[config.mk]
export PLATFORM = sky130hd
export DESIGN_NAME = mem_stage_lsu_flat
export DESIGN_NICKNAME = d
export VERILOG_FILES = /design/src/rtl/mem_stage_lsu_if.sv /design/src/rtl/mem_stage_lsu.sv /design/src/flat_wrapper.sv
export SDC_FILE = /design/constraint.sdc
export NUM_CORES = 1
export LEC_CHECK = 0
export CELL_PAD_IN_SITES_DETAIL_PLACEMENT = 1
export CELL_PAD_IN_SITES_GLOBAL_PLACEMENT = 2
export CORE_ASPECT_RATIO = 0.5
export CORE_UTILIZATION = 22
export CTS_BUF_LIST = sky130_fd_sc_hd__clkbuf_8
export DETAILED_ROUTE_END_ITERATION = 6
export PLACE_DENSITY = 0.86
export SLEW_MARGIN = 20
export SYNTH_ARGS = -nofsm -noshare
export SYNTH_HDL_FRONTEND = slang
export SYNTH_SLANG_ARGS = --single-unit
[constraint.sdc]
create_clock -name Clk -period 2.4 [get_ports Clk]
set_clock_uncertainty 0.2 [all_clocks]
set_input_delay 0.36 -clock Clk [delete_from_list [all_inputs] [get_ports Clk]]
set_output_delay 0.36 -clock Clk [all_outputs]
set_load 0.05 [all_outputs]
[src/rtl/mem_stage_lsu_if.sv]
// Data-memory request/acknowledge bus between the MEM-stage load/store unit
// (master) and data memory (slave).
interface mem_stage_lsu_if #(
  parameter int unsigned ADDR_W = 32,
  parameter int unsigned DATA_W = 32
);
  localparam int unsigned BE_W = DATA_W / 8;

  logic              Mem_Req;
  logic              Mem_We;
  logic [ADDR_W-1:0] Mem_Addr;
  logic [BE_W-1:0]   Mem_Byte_En;
  logic [DATA_W-1:0] Mem_Wdata;
  logic              Mem_Ack;
  logic [DATA_W-1:0] Mem_Rdata;

  modport master (
    output Mem_Req, Mem_We, Mem_Addr, Mem_Byte_En, Mem_Wdata,
    input  Mem_Ack, Mem_Rdata
  );

  modport slave (
    input  Mem_Req, Mem_We, Mem_Addr, Mem_Byte_En, Mem_Wdata,
    output Mem_Ack, Mem_Rdata
  );
endinterface

[src/rtl/mem_stage_lsu.sv]
// MIPS32 MEM-stage load/store unit: req/ack data-memory access, load lane alignment and extension.
// Optional macro MISALIGN_TRAP_EN: misaligned accesses raise Addr_Exception instead of being force-aligned.
module mem_stage_lsu #(
  parameter int unsigned ADDR_W = 32,
  parameter int unsigned DATA_W = 32
) (
  input  logic        Clk,
  input  logic        Reset,
  input  logic        MemRead_in,
  input  logic        MemWrite_in,
  input  logic [1:0]  MemSize_in,
  input  logic        MemSigned_in,
  input  logic        RegWrite_in,
  input  logic        MemtoReg_in,
  input  logic [31:0] ALU_Result_in,
  input  logic [31:0] Write_Data_in,
  input  logic [4:0]  Write_Register_in,
  output logic        RegWrite_MEM,
  output logic        MemtoReg_MEM,
  output logic [31:0] Read_Data_MEM,
  output logic [31:0] ALU_Result_MEM,
  output logic [4:0]  Write_Register_MEM,
  output logic        Stall_MEM,
  output logic        Addr_Exception,
  mem_stage_lsu_if.master mem
);

  localparam int unsigned BE_W = DATA_W / 8;

  typedef enum logic [1:0] {IDLE, REQ, DONE} state_e;

  state_e            state_q, state_d;
  logic              req_q, req_d;
  logic              we_q, we_d;
  logic [ADDR_W-1:0] addr_q, addr_d;
  logic [BE_W-1:0]   be_q, be_d;
  logic [DATA_W-1:0] wdata_q, wdata_d;
  logic [DATA_W-1:0] load_q, load_d;
  logic [1:0]        size_q, size_d;
  logic              sign_q, sign_d;
  logic [1:0]        off_q, off_d;

  logic              access_c;
  logic              trap_c;
  logic [1:0]        off_c;
  logic [BE_W-1:0]   be_c;
  logic [DATA_W-1:0] wdata_c;

  // Select the addressed lane and sign/zero-extend it; word loads pass through.
  function automatic logic [DATA_W-1:0] align_load(input logic [DATA_W-1:0] rdata,
                                                  input logic [1:0] size,
                                                  input logic [1:0] off,
                                                  input logic       sgn);
    logic [7:0]  b;
    logic [15:0] h;
    b = 8'(rdata >> {off, 3'b000});
    h = 16'(rdata >> {off[1], 4'b0000});
    case (size)
      2'b00:   return {{(DATA_W-8){sgn & b[7]}}, b};
      2'b01:   return {{(DATA_W-16){sgn & h[15]}}, h};
      default: return rdata;
    endcase
  endfunction

  // Decode the presented access: force-aligned lane offset, enables, replicated store data.
  always_comb begin
    access_c = MemRead_in | MemWrite_in;
    off_c    = ALU_Result_in[1:0];
    be_c     = 4'b1111;
    wdata_c  = Write_Data_in;
    case (MemSize_in)
      2'b00: begin
        be_c    = 4'b0001 << off_c;
        wdata_c = {4{Write_Data_in[7:0]}};
      end
      2'b01: begin
        off_c   = {ALU_Result_in[1], 1'b0};
        be_c    = 4'b0011 << off_c;
        wdata_c = {2{Write_Data_in[15:0]}};
      end
      default: off_c = 2'b00;
    endcase
  end

`ifdef MISALIGN_TRAP_EN
  assign trap_c = access_c &
                  ((MemSize_in == 2'b01) ? ALU_Result_in[0] :
                   ((MemSize_in != 2'b00) & (|ALU_Result_in[1:0])));
`else
  assign trap_c = 1'b0;
`endif

  assign MemtoReg_MEM       = MemtoReg_in;
  assign ALU_Result_MEM     = ALU_Result_in;
  assign Write_Register_MEM = Write_Register_in;

  // Next-state and stage outputs.
  always_comb begin
    state_d        = state_q;
    req_d          = req_q;
    we_d           = we_q;
    addr_d         = addr_q;
    be_d           = be_q;
    wdata_d        = wdata_q;
    load_d         = load_q;
    size_d         = size_q;
    sign_d         = sign_q;
    off_d          = off_q;
    Stall_MEM      = 1'b0;
    RegWrite_MEM   = RegWrite_in;
    Read_Data_MEM  = '0;
    Addr_Exception = 1'b0;

    case (state_q)
      IDLE: begin
        if (trap_c) begin
          Addr_Exception = 1'b1;
          RegWrite_MEM   = 1'b0;
        end else if (access_c) begin
          Stall_MEM    = 1'b1;
          RegWrite_MEM = 1'b0;
          state_d      = REQ;
          req_d        = 1'b1;
          we_d         = MemWrite_in;
          addr_d       = {ALU_Result_in[ADDR_W-1:2], 2'b00};
          be_d         = be_c;
          wdata_d      = wdata_c;
          size_d       = MemSize_in;
          sign_d       = MemSigned_in;
          off_d        = off_c;
          load_d       = '0;
        end
      end
      REQ: begin
        Stall_MEM    = 1'b1;
        RegWrite_MEM = 1'b0;
        if (mem.Mem_Ack) begin
          req_d   = 1'b0;
          load_d  = we_q ? '0 : align_load(mem.Mem_Rdata, size_q, off_q, sign_q);
          state_d = DONE;
        end
      end
      DONE: begin
        Read_Data_MEM = load_q;
        state_d       = IDLE;
      end
      default: state_d = IDLE;
    endcase

    if (Reset) begin
      Stall_MEM      = 1'b0;
      RegWrite_MEM   = 1'b0;
      Addr_Exception = 1'b0;
    end
  end

  always_ff @(posedge Clk) begin
    if (Reset) begin
      state_q <= IDLE;
      req_q   <= 1'b0;
      we_q    <= 1'b0;
      addr_q  <= '0;
      be_q    <= '0;
      wdata_q <= '0;
      load_q  <= '0;
      size_q  <= 2'b00;
      sign_q  <= 1'b0;
      off_q   <= 2'b00;
    end else begin
      state_q <= state_d;
      req_q   <= req_d;
      we_q    <= we_d;
      addr_q  <= addr_d;
      be_q    <= be_d;
      wdata_q <= wdata_d;
      load_q  <= load_d;
      size_q  <= size_d;
      sign_q  <= sign_d;
      off_q   <= off_d;
    end
  end

  assign mem.Mem_Req     = req_q;
  assign mem.Mem_We      = we_q;
  assign mem.Mem_Addr    = addr_q;
  assign mem.Mem_Byte_En = be_q;
  assign mem.Mem_Wdata   = wdata_q;

endmodule

[src/flat_wrapper.sv]
// flat-port wrapper written by rule: the top's interface ports become plain ports
module mem_stage_lsu_flat 
#(
  parameter int unsigned ADDR_W = 32,
  parameter int unsigned DATA_W = 32
)
  (Clk, Reset, MemRead_in, MemWrite_in, MemSize_in, MemSigned_in, RegWrite_in, MemtoReg_in, ALU_Result_in, Write_Data_in, Write_Register_in, RegWrite_MEM, MemtoReg_MEM, Read_Data_MEM, ALU_Result_MEM, Write_Register_MEM, Stall_MEM, Addr_Exception, mem_Mem_Req, mem_Mem_We, mem_Mem_Addr, mem_Mem_Byte_En, mem_Mem_Wdata, mem_Mem_Ack, mem_Mem_Rdata);
  mem_stage_lsu_if #(.ADDR_W(ADDR_W), .DATA_W(DATA_W)) mem_i ();
  input  logic Clk;
  input  logic Reset;
  input  logic MemRead_in;
  input  logic MemWrite_in;
  input  logic [1:0] MemSize_in;
  input  logic MemSigned_in;
  input  logic RegWrite_in;
  input  logic MemtoReg_in;
  input  logic [31:0] ALU_Result_in;
  input  logic [31:0] Write_Data_in;
  input  logic [4:0] Write_Register_in;
  output logic RegWrite_MEM;
  output logic MemtoReg_MEM;
  output logic [31:0] Read_Data_MEM;
  output logic [31:0] ALU_Result_MEM;
  output logic [4:0] Write_Register_MEM;
  output logic Stall_MEM;
  output logic Addr_Exception;
  output wire logic [$bits(mem_i.Mem_Req)-1:0] mem_Mem_Req;
  output wire logic [$bits(mem_i.Mem_We)-1:0] mem_Mem_We;
  output wire logic [$bits(mem_i.Mem_Addr)-1:0] mem_Mem_Addr;
  output wire logic [$bits(mem_i.Mem_Byte_En)-1:0] mem_Mem_Byte_En;
  output wire logic [$bits(mem_i.Mem_Wdata)-1:0] mem_Mem_Wdata;
  input wire logic [$bits(mem_i.Mem_Ack)-1:0] mem_Mem_Ack;
  input wire logic [$bits(mem_i.Mem_Rdata)-1:0] mem_Mem_Rdata;
  assign mem_Mem_Req = mem_i.Mem_Req;
  assign mem_Mem_We = mem_i.Mem_We;
  assign mem_Mem_Addr = mem_i.Mem_Addr;
  assign mem_Mem_Byte_En = mem_i.Mem_Byte_En;
  assign mem_Mem_Wdata = mem_i.Mem_Wdata;
  assign mem_i.Mem_Ack = mem_Mem_Ack;
  assign mem_i.Mem_Rdata = mem_Mem_Rdata;
  mem_stage_lsu #(.ADDR_W(ADDR_W), .DATA_W(DATA_W)) u_core (.Clk(Clk), .Reset(Reset), .MemRead_in(MemRead_in), .MemWrite_in(MemWrite_in), .MemSize_in(MemSize_in), .MemSigned_in(MemSigned_in), .RegWrite_in(RegWrite_in), .MemtoReg_in(MemtoReg_in), .ALU_Result_in(ALU_Result_in), .Write_Data_in(Write_Data_in), .Write_Register_in(Write_Register_in), .RegWrite_MEM(RegWrite_MEM), .MemtoReg_MEM(MemtoReg_MEM), .Read_Data_MEM(Read_Data_MEM), .ALU_Result_MEM(ALU_Result_MEM), .Write_Register_MEM(Write_Register_MEM), .Stall_MEM(Stall_MEM), .Addr_Exception(Addr_Exception), .mem(mem_i));
endmodule
run_1/sizing.png
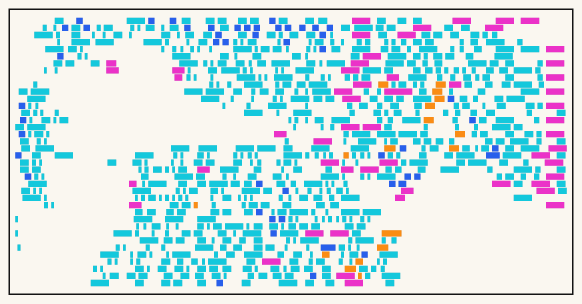
x1 and smaller: marked cyan, cells 672. x6 and larger: marked magenta, cells 54. x3 and x4: marked blue, cells 49. x2: marked orange, cells 17.

run_1/pinout.png
The bar under the picture is 50 µm long. Pins as bars across the die edge, other pins in grey.
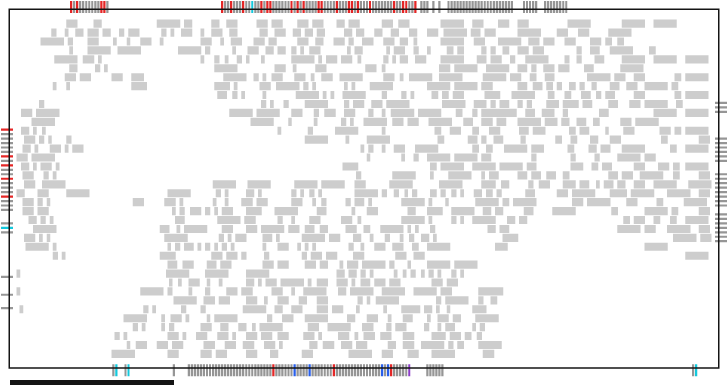
mem_Mem_Byte_En: marked blue, pins 4, direction output, edge south. mem_Mem_We: marked purple, pins 1, direction output, edge south. ALU_Result_MEM: marked red, pins 32, direction output, edge 24 north, 5 west, 3 south. Write_Register_MEM: marked cyan, pins 5, direction output, edge 3 south, 1 north, 1 west.
All pins by edge: 118 north, 87 south, 25 west, 24 east.

run_1/util_map.png
22 x 11 tiles, from white (low) to dark blue (high), 0 to 100% covered.
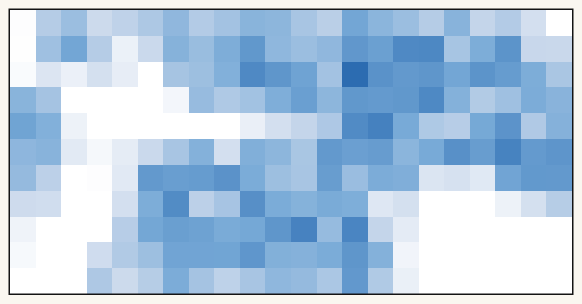
The fullest tile reaches 76%. 19% of the tiles are nearly empty. The emptiest ninth of the die: south-east. 0.40% of the tiles are over 75% full. The mean over all tiles is 33%.

==> impl_metrics.ini, run 1 <==
; physical design summary
[run_status]
status = complete, no violations

[clock_network]
cts_made_buffers = 9
tritoncts = built
htree_num_levels = 3
postCtsSetupBuffers = 0
cts.path.max_buffers = 2
post_cts_resized = 0

[finish]
fin_nets = 898
area.combinational_um2 = 2390
fill_cells = 2532
final_cells = 1092
bufAreaShareNonClock = 0.360
n_all_buffers = 260
comb_cells = 407
layout-drive-gt1-share = 0.152
final-clk-cell-share = 0.0250
antenna_cells = 0
most-common-layout-cells = clkdlybuf4s50_1 (171), nand2_1 (122), dfxtp_1 (106)
lay_top_count = clkdlybuf4s50_1
dominant_cells = non-clock buffers
seqCellArea_um2 = 2140
clock_buffers = 9

[power_and_ir_drop]
powerClk_mw = 1.20
combPwrFrac = 0.316
p_sw_frac = 0.365
comb_power_mw = 1.47
power.internal_mw = 2.95
p_seq_mw = 1.97

[critical_path]
cp_top_family = buffers and inverters
critPathKind = input pin to output pin
reg2reg_from = u_core.off_q[1]$_SDFFE_PP0P_
reg2regPathDepth = 4
startpoint = MemWrite_in
required_ps = 1840
critPathMaxStageDelay_ps = 510
end_kind = output pin
r2r-end = u_core.load_q[20]$_SDFFE_PP0P_
path_depth = 5
rrSetupSlack_ps = 230
cp-start-kind = input pin
path_buffers = 2
arrival_ps = 1700

[logic_synthesis]
synthAoiAreaFrac = 0.221
postSynthSeqShare = 0.426
synthCells = 604
avgSynthCellArea_um2 = 8.32
ys_area_um2 = 5030
largest_area_cell = dfxtp_1
synthXorXnorAreaFrac = 0
edf_count = 0
ys_top_cells_by_count = nand2_1 (122), dfxtp_1 (107), a21oi_1 (62), buf_4 (41), clkbuf_1 (39)
yosysCellCount = 604
ys_ff = 107
synth_async_sr_flop_share = 0
synthTopCellsByArea = dfxtp_1 (43%), nand2_1 (9.1%), a21oi_1 (6.2%)
yosysWarnings = 0
mux_area_frac = 0.0528
topCombFamilyByArea = AND-OR/OR-AND gates
ys.flop_type = dfxtp_1

[place]
gp_congestion = 0.825
hpwlAfterDp_um = 14100
post-place-cells = 1075

[route]
ant_nets = 0
drtPass1Iterations = 5
drc = 0
dr_wl_met3_um = 633
wl_per_cell_um = 17.2

[die]
initial_core_util = 0.228
fp.dieW_um = 216
row_count = 38
boundaryPins = 254

[grt]
grt_pass1_wl_um = 28500
grt_pass1_vias = 5116
use_met3 = 0.0335
met1_usage = 0.183
busiest_layer = met2
gr-usage-met2 = 0.288
grt_remaining_overflow = 0
grt_usage = 0.156

[timing]
finalSetupTns_ps = 0
hold_viol = 0
slew_violations = 0
rsz0062_at_grt = false

[job]
warning_count = 26
maxCapViolCount = 0

[worst_hold_path]
hold_start = u_core.mem.Mem_Addr[19]$_SDFFE_PP0P_
## run 1: metrics by stage
stage | total power [mW] | utilization | area [µm²]
3_5_place_dp | 3.49 | 0.354 | 7780
5_1_grt | 4.87 | 0.363 | 8000
6_report | 4.64 | 0.363 | 8000
3_3_place_gp | 3.46 | 0.354 | 7780
4_1_cts | 4.71 | 0.363 | 8000
2_1_floorplan | 2.91 | - | 5040
## run 1: state kept, by name (all words and copies together), names as in the netlist
signal / count
u_core.load_q: 32
u_core.mem.Mem_Wdata: 32
u_core.mem.Mem_Addr: 30
u_core.mem.Mem_Byte_En: 4
u_core.off_q: 2
u_core.size_q: 2
u_core.state_q: 2
u_core.mem.Mem_Req: 1
u_core.mem.Mem_We: 1
u_core.sign_q: 1
==> run 2, diff against run 1 <==
- CORE_UTILIZATION: 22 -> 24
- MAX_ROUTING_LAYER: unset -> met4
- PLACE_DENSITY: 0.86 -> 0.92
- REMOVE_ABC_BUFFERS: unset -> 1
- clock period: 2.4 -> 2.7 ns (I/O delays scaled with it)
run_2/placed.png
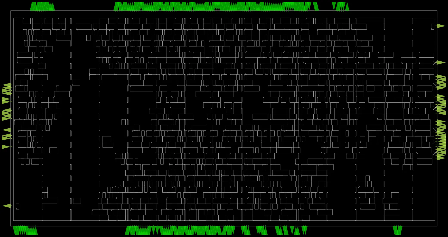
CORE AREA: 20000 µm²
n_taps: 266
fin util: 0.400
non-filler cells, final: 1056

run_2/closeup.png
Region (145, 68) to (165, 88) µm. Cells in grey, sequential cells in the stronger grey; small squares are vias.
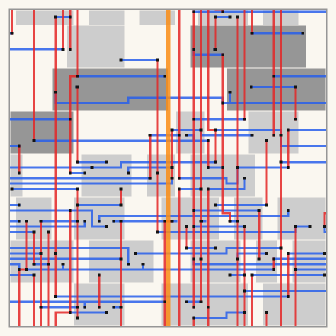
M1: marked blue. M2: marked red. M4: marked orange.
Most frequent: mux2_2 (4), dfxtp_1 (4). Sequential cells in the window: 4. Netlist names of flops here include u_core.load_q (4). 23 logic cells have their middle in the window.

==> run 2 against run 1 <==
  * The run now ends with DRC left
  * Cell count down 3.3%
  * Via count about the same
  * Register-to-register slack better by 260 ps
  * Total power down 9.7%
  * Die area down 8.2%
  * Sequential power down 11%
  * Worst setup slack better by 110 ps
  * Global-route usage up 1.8 points
  * Count of clock-buffer cells in the layout unchanged
  * Critical path depth unchanged
  * Synthesized area unchanged
  * Synthesized cell count unchanged
  * Critical path type unchanged
==> impl_metrics.ini, run 2 <==
; physical design summary
[run_status]
status = finished, violations left
violations = DRC

[logic_synthesis]
yosysWarnings = 0
ys.flop_type = dfxtp_1
avgSynthCellArea_um2 = 8.32
synth_async_sr_flop_share = 0
synthXorXnorAreaFrac = 0
yosysCellCount = 604
synthAoiAreaFrac = 0.221
largest_area_cell = dfxtp_1
yosys.area_share.simple = 0.195
synthTopCellsByArea = dfxtp_1 (43%), nand2_1 (9.1%), a21oi_1 (6.2%)
ys_ff = 107
ys_area_um2 = 5030
mux_area_frac = 0.0528
topCombFamilyByArea = AND-OR/OR-AND gates
postSynthSeqShare = 0.426
edf_count = 0
ys_top_cells_by_count = nand2_1 (122), dfxtp_1 (107), a21oi_1 (62), buf_4 (41), clkbuf_1 (39)
synthCells = 604

[route]
drc = 7
ant_nets = 0
wl_per_cell_um = 17.5
drtPass1Iterations = 6

[die]
fp.dieW_um = 207
initial_core_util = 0.251
boundaryPins = 254
row_count = 36

[clock_network]
tritoncts = built
postCtsSetupBuffers = 0
htree_num_levels = 3
post_cts_resized = 0
cts_made_buffers = 9
cts.path.max_buffers = 2

[critical_path]
reg2reg_from = u_core.off_q[1]$_SDFFE_PP0P_
path_buffers = 2
r2r-end = u_core.load_q[20]$_SDFFE_PP0P_
critPathMaxStageDelay_ps = 500
required_ps = 2100
startpoint = MemWrite_in
cp-start-kind = input pin
critPathKind = input pin to output pin
reg2regPathDepth = 4
rrSetupSlack_ps = 490
cp_top_family = simple AND/OR/NAND/NOR gates
critPathCapture = RegWrite_MEM
path_depth = 5

[finish]
area.combinational_um2 = 2380
most-common-layout-cells = clkdlybuf4s50_1 (197), nand2_1 (122), dfxtp_1 (107)
antenna_cells = 0
lay_top_count = clkdlybuf4s50_1
comb_cells = 407
bufAreaShareNonClock = 0.363
final-clk-cell-share = 0.0282
n_all_buffers = 258
fill_cells = 2295
layout-drive-gt1-share = 0.116
fin_nets = 896
seqCellArea_um2 = 2140
clock_buffers = 9
dominant_cells = non-clock buffers

[worst_hold_path]
hold_start = Reset
hp-class = input pin to flop
min_path_cells = 2

[grt]
grt_remaining_overflow = 0
grt_pass1_wl_um = 28600
grt_pass1_vias = 5115
grt_usage = 0.174

[place]
port_buffers = 238
gp_congestion = 0.796
hpwlAfterDp_um = 14100

[timing]
rsz0062_at_grt = false
fin_ws_ps = 255
hold_viol = 0
slew_violations = 0

[power_and_ir_drop]
p_seq_mw = 1.75
power_mw = 4.19
comb_power_mw = 1.29
power.internal_mw = 2.71
p_sw_frac = 0.354
powerClk_mw = 1.15

[job]
warning_count = 25
maxCapViolCount = 0
## run 2: cell types whose count changed in the layout (fill, tap and decap cells not counted), moves of 2 or more
cell	delta
buf_12	-2
buf_4	-24
clkdlybuf4s50_1	+26
inv_6	-2
## run 2: per-layer routing
metal  up-vias  share of wire  track usage
li1       2421              -            -
met5         -              0            -
met3        18          0.028       0.0329
met1      2485           0.43        0.202
met2        85           0.53        0.311
met4         0          0.012       0.0352
## run 2: metrics by stage
step	area, µm²	instances	hold WS, ps	TNS (ps)
6_report	8000	1056	147	0
5_1_grt	8000	1056	126	0
4_1_cts	8000	1056	117	0
3_5_place_dp	7770	1040	244	0
3_3_place_gp	7770	1040	240	0
2_1_floorplan	4520	516	224	-67280
Power is estimated from default activity; no workload was simulated.
